<file path="src/rtl/alu_sequencer.sv">
// ---------------------------------------------------------------------------
// alu_sequencer
//
// Multi-cycle command front-end for the 8-bit arithmetic cells. One command
// is taken at a time over the cmd_* port. It is executed in EXEC or, for
// DIV/MOD in the sequential build, in the iterative DIV state. The result is
// then held on the rsp_* port until the consumer takes it.
//
// Handshakes: a transfer happens on a rising clk edge where valid and ready
// are both high. The producer holds valid and its payload stable until that
// edge. ready may depend on state but never on the same-cycle valid.
//
// Ports
//   clk         system clock, all state on the rising edge
//   rst         synchronous, active-high reset
//   cmd_valid   command present
//   cmd_ready   block can accept a command (IDLE and not in reset)
//   cmd_op      0 ADD, 1 SUB, 2 MUL, 3 DIV, 4 MOD, 5 EQ, 6/7 illegal
//   cmd_a/b     unsigned operands, DATA_W bits
//   rsp_valid   result present (RESP state)
//   rsp_ready   consumer accepts result
//   rsp_result  2*DATA_W result, stable while rsp_valid is high
//   rsp_flags   [0] zero, [1] div_by_zero, [2] illegal_op
//
// Build option
//   JSILICON_SEQ_DIV_EN  defined: DIV/MOD with b!=0 use a restoring divider,
//                        one quotient bit per cycle (latency DATA_W+1).
//                        undefined: DIV/MOD use a combinational divide in
//                        EXEC, so every op has latency 2.
//
// The FSM state is held in the named register 'state' (type state_t) so
// checkers can bind to it directly.
// ---------------------------------------------------------------------------
module alu_sequencer #(
   parameter int DATA_W = 8
) (
   input  logic                  clk,
   input  logic                  rst,
   input  logic                  cmd_valid,
   output logic                  cmd_ready,
   input  logic [2:0]            cmd_op,
   input  logic [DATA_W-1:0]     cmd_a,
   input  logic [DATA_W-1:0]     cmd_b,
   output logic                  rsp_valid,
   input  logic                  rsp_ready,
   output logic [2*DATA_W-1:0]   rsp_result,
   output logic [2:0]            rsp_flags
);

   localparam int RES_W = 2 * DATA_W;

   localparam logic [2:0] OP_ADD = 3'd0;
   localparam logic [2:0] OP_SUB = 3'd1;
   localparam logic [2:0] OP_MUL = 3'd2;
   localparam logic [2:0] OP_DIV = 3'd3;
   localparam logic [2:0] OP_MOD = 3'd4;
   localparam logic [2:0] OP_EQ  = 3'd5;

   typedef enum logic [1:0] {
      S_IDLE = 2'd0,
      S_EXEC = 2'd1,
      S_DIV  = 2'd2,
      S_RESP = 2'd3
   } state_t;

   state_t              state;
   logic [2:0]          op_q;
   logic [DATA_W-1:0]   a_q;
   logic [DATA_W-1:0]   b_q;

   logic                cmd_fire;

   // The single subtractor: SUB uses it in EXEC, the divider reuses it for
   // its trial subtraction in DIV. Its top bit is the borrow.
   logic [DATA_W:0]     sub_lhs;
   logic [DATA_W:0]     sub_diff;

   logic [RES_W-1:0]    exec_result;
   logic                exec_dbz;
   logic                exec_ill;

`ifdef JSILICON_SEQ_DIV_EN
   localparam int CNT_W = (DATA_W > 1) ? $clog2(DATA_W) : 1;
   localparam logic [CNT_W-1:0] CNT_LAST = CNT_W'(DATA_W - 1);

   logic [DATA_W-1:0]   rem_q;      // partial remainder, always < b
   logic [DATA_W-1:0]   quo_q;      // dividend shifting out, quotient in
   logic [CNT_W-1:0]    cnt_q;
   logic [DATA_W:0]     rem_shift;
   logic [DATA_W-1:0]   rem_next;
   logic [DATA_W-1:0]   quo_next;
   logic [RES_W-1:0]    div_result;
`endif

   assign cmd_ready = (state == S_IDLE) && !rst;
   assign rsp_valid = (state == S_RESP);
   assign cmd_fire  = cmd_valid && cmd_ready;

   // ------------------------------------------------------------------
   // Shared subtractor operand select
   // ------------------------------------------------------------------
`ifdef JSILICON_SEQ_DIV_EN
   assign rem_shift = {rem_q, quo_q[DATA_W-1]};
   assign sub_lhs   = (state == S_DIV) ? rem_shift : {1'b0, a_q};
`else
   assign sub_lhs   = {1'b0, a_q};
`endif
   assign sub_diff  = sub_lhs - {1'b0, b_q};

`ifdef JSILICON_SEQ_DIV_EN
   // Restoring step: keep the difference when the trial subtraction did not
   // borrow, and shift the matching quotient bit in at the bottom.
   always_comb begin
      rem_next   = '0;
      quo_next   = '0;
      div_result = '0;
      if (sub_diff[DATA_W]) begin
         rem_next = rem_shift[DATA_W-1:0];
      end else begin
         rem_next = sub_diff[DATA_W-1:0];
      end
      quo_next = {quo_q[DATA_W-2:0], ~sub_diff[DATA_W]};
      if (op_q == OP_DIV) begin
         div_result = RES_W'(quo_next);
      end else begin
         div_result = RES_W'(rem_next);
      end
   end
`endif

   // ------------------------------------------------------------------
   // EXEC datapath, computed from the latched operands
   // ------------------------------------------------------------------
   always_comb begin
      exec_result = '0;
      exec_dbz    = 1'b0;
      exec_ill    = 1'b0;
      case (op_q)
         OP_ADD: exec_result = RES_W'(a_q) + RES_W'(b_q);
         // Zero-extending the (DATA_W+1)-bit difference puts the borrow
         // at bit DATA_W, above the modulo-2^DATA_W difference.
         OP_SUB: exec_result = RES_W'(sub_diff);
         OP_MUL: exec_result = RES_W'(a_q) * RES_W'(b_q);
         OP_DIV, OP_MOD: begin
            // Divide by zero always resolves here, in both builds. In the
            // sequential build a non-zero divisor never reaches EXEC.
            if (b_q == '0) begin
               exec_dbz = 1'b1;
            end
`ifndef JSILICON_SEQ_DIV_EN
            else if (op_q == OP_DIV) begin
               exec_result = RES_W'(a_q / b_q);
            end else begin
               exec_result = RES_W'(a_q % b_q);
            end
`endif
         end
         OP_EQ:  exec_result = {{(RES_W-1){1'b0}}, (a_q == b_q)};
         default: exec_ill = 1'b1;
      endcase
   end

   // ------------------------------------------------------------------
   // Control FSM and registered response
   // ------------------------------------------------------------------
   always_ff @(posedge clk) begin
      if (rst) begin
         state      <= S_IDLE;
         op_q       <= '0;
         a_q        <= '0;
         b_q        <= '0;
         rsp_result <= '0;
         rsp_flags  <= '0;
`ifdef JSILICON_SEQ_DIV_EN
         rem_q      <= '0;
         quo_q      <= '0;
         cnt_q      <= '0;
`endif
      end else begin
         case (state)
            S_IDLE: begin
               if (cmd_fire) begin
                  op_q  <= cmd_op;
                  a_q   <= cmd_a;
                  b_q   <= cmd_b;
                  state <= S_EXEC;
`ifdef JSILICON_SEQ_DIV_EN
                  if ((cmd_op == OP_DIV || cmd_op == OP_MOD) && cmd_b != '0) begin
                     state <= S_DIV;
                     rem_q <= '0;
                     quo_q <= cmd_a;
                     cnt_q <= '0;
                  end
`endif
               end
            end
            S_EXEC: begin
               rsp_result <= exec_result;
               rsp_flags  <= {exec_ill, exec_dbz, (exec_result == '0)};
               state      <= S_RESP;
            end
`ifdef JSILICON_SEQ_DIV_EN
            S_DIV: begin
               rem_q <= rem_next;
               quo_q <= quo_next;
               cnt_q <= cnt_q + CNT_W'(1);
               if (cnt_q == CNT_LAST) begin
                  rsp_result <= div_result;
                  rsp_flags  <= {2'b00, (div_result == '0)};
                  state      <= S_RESP;
               end
            end
`endif
            S_RESP: begin
               if (rsp_ready) begin
                  state <= S_IDLE;
               end
            end
            default: state <= S_IDLE;
         endcase
      end
   end

endmodule

</file>
<file path="config.mk">
export PLATFORM = sky130hd
export DESIGN_NAME = alu_sequencer
export DESIGN_NICKNAME = d
export VERILOG_FILES = /design/src/rtl/alu_sequencer.sv
export SDC_FILE = /design/constraint.sdc
export NUM_CORES = 1
export LEC_CHECK = 0
export ABC_AREA = 1
export CORE_MARGIN = 2
export CORE_UTILIZATION = 28
export CTS_CLUSTER_DIAMETER = 40
export CTS_CLUSTER_SIZE = 8
export DETAILED_ROUTE_END_ITERATION = 8
export PLACE_DENSITY = 0.48
export SKIP_LAST_GASP = 1
export SYNTH_ARGS = -nofsm -noshare
export SYNTH_HDL_FRONTEND = slang
export SYNTH_SLANG_ARGS = --single-unit
</file>
<file path="constraint.sdc">
create_clock -name clk -period 36 [get_ports clk]
set_clock_uncertainty 0.15 [all_clocks]
set_input_delay 7.2 -clock clk [delete_from_list [all_inputs] [get_ports clk]]
set_output_delay 7.2 -clock clk [all_outputs]
set_load 0.03 [all_outputs]
</file>
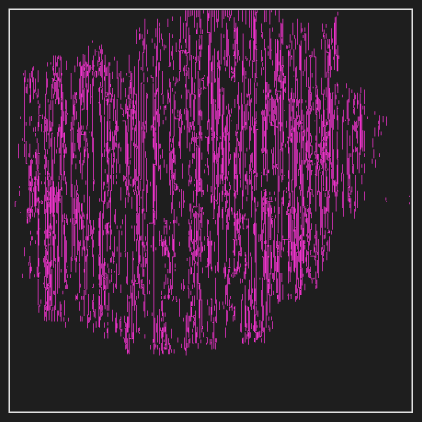
*The metal 2 layer*
Scale: 2 px per µm.
nets with wire on the layer	1558
longest straight run	76.2 µm
main direction	vertical

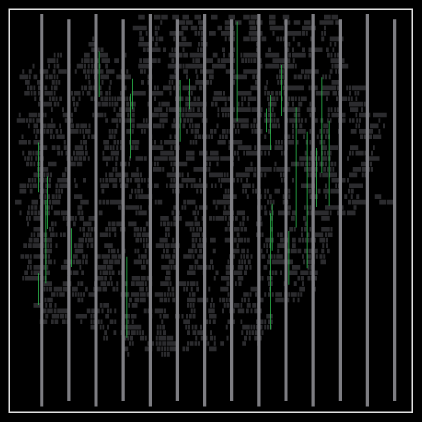
*Met4 routing*
Scale: 2 px per µm. Supply wires on this layer in grey.
longest straight run	68.0 µm
main direction	vertical

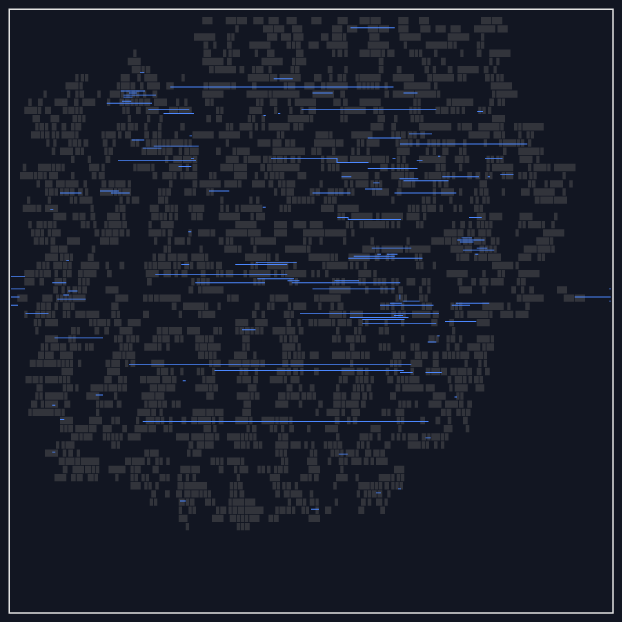
*The metal 3 layer*
Scale: 3 px per µm.
longest straight run	95.0 µm
share of all routed wire	3.8%
wire length on this layer	1310 µm
main direction	horizontal

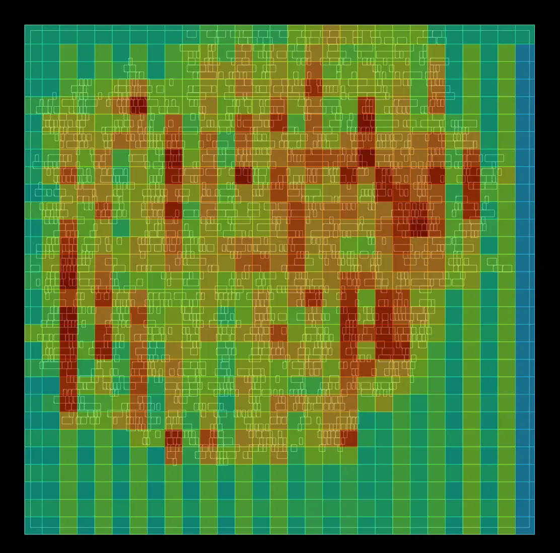
*Congestion heat map*
wire length per cell: 15.14 µm
Total Routing Usage GR: 17.04%
met1 GRT Util: 22.87%
M2 GR Usage: 29.49%

==> Changelog: implementation <==
### Implementation results

- Via count of the first global-routing pass: 10531
- Final number of setup-violating endpoints: 0
- Post-synth EDFFs: 0
- Final instance area: 12040 µm²
- Post-route worst setup slack: 5.913 ns
- Number of clock sinks: 40
- Number of rows in the core area: 72
- Final-report hold violation count: 0
- Share of synthesized area spent on multiplexers: 0%
- Worst-case reg-to-reg path depth: 185
- Share of cells above drive strength 1: 7.797%
- Number of maximum-capacitance constraint violations: 0
- Hold Path Sink: state[1]
- Final-report max-slew violation count: 0
- FF-to-FF setup slack: 5.91 ns
- Count of non-filler cells in the finished layout: 2275
- AND-OR/OR-AND share of the synthesized area: 15.20%
- Crit. path cell count: 185
- Top cell by count, worst path: sky130_fd_sc_hd__nand2_1
- Number of DRC violations after detailed-routing iteration 0: 564
- End point of the critical path: rsp_flags[0]
- Yosys warnings: 0
- Synth Flop Type: sky130_fd_sc_hd__dfxtp_1
- Simple-Gate Fraction of Synth Area: 34.26%
- DRC viols: 0
- Longest individual stage delay on the worst path: 0.56 ns
- Total via count after detailed routing: 10764
- Placed insts: 2268
- Die Width: 200.8 µm
- Unrepaired setup endpoints after global routing: false
- Startpoint of the worst register-to-register path: b_q[3]
- Worst Setup Path Type: reg -> reg
- Result of the run: finished, final reports clean
- Synthesized flop and latch total: 40
- Kind of capture point of the worst setup path: flip-flop
- Total core area: 38470 µm²
- Number of OpenROAD warnings: 37
- Vias per cell: 4.731
- Area leader share: 17.78%
- Hold_sp: state[0]
- Number of nets in the final layout: 1973
- Global-route wire length before repair: 55490 µm
[layout by cell type (no fill, tap or decap), drive strengths merged, types with 3 or more instances in the layout]
cell type	count
o211ai	6
clkdlybuf4s50	43
and2	4
o21ai	132
xor2	43
dfxtp	40
o21bai	14
inv	305
nand2	435
fa	39
a21o	10
conb	8
or2	16
xnor2	25
a311oi	3
nor3	28
nand3	111
a211oi	3
nand3b	3
buf	16
nand4	30
nor2	155
a21oi	96
o21a	3
a221oi	5
clkbuf	5
o31ai	10
ha	154
nor4	5
[layer usage]
layer  share of wire [%]  track usage [%]  vias up
li1                    -                -     5614
met4                 2.2            4.180        0
met5                   0                0        -
met3                 3.8            1.445       50
met2                  47            29.49      195
met1                  47            22.87     4905
[worst register-to-register path: cells and delay by family (launching register included)]
family / cells / cell delay [ns]
AOI/OAI and AO/OA: 47 / 8.91
adders and majority gates: 15 / 4.81
buffers and inverters: 29 / 3.85
DFF: 1 / 0.45
and+or+nand+nor: 94 / 11.90
[sequential cells by signal, indices dropped and copies added, names as in the netlist]
signal and flops:
rsp_result 16, a_q 8, b_q 8, op_q 3
rsp_flags 3, state 2
[layout make-up]
class                      instances  area (µm²)  area share [%]
timing repair buffer              59       550.5           4.573
clock buffer                       5       125.1           1.039
inverter                         307        1152           9.572
sequential                        40       800.8           6.651
tap                              518       648.1           5.384
multi-input combinational       1344        8702           72.28
clock inverter                     2       60.06          0.4989
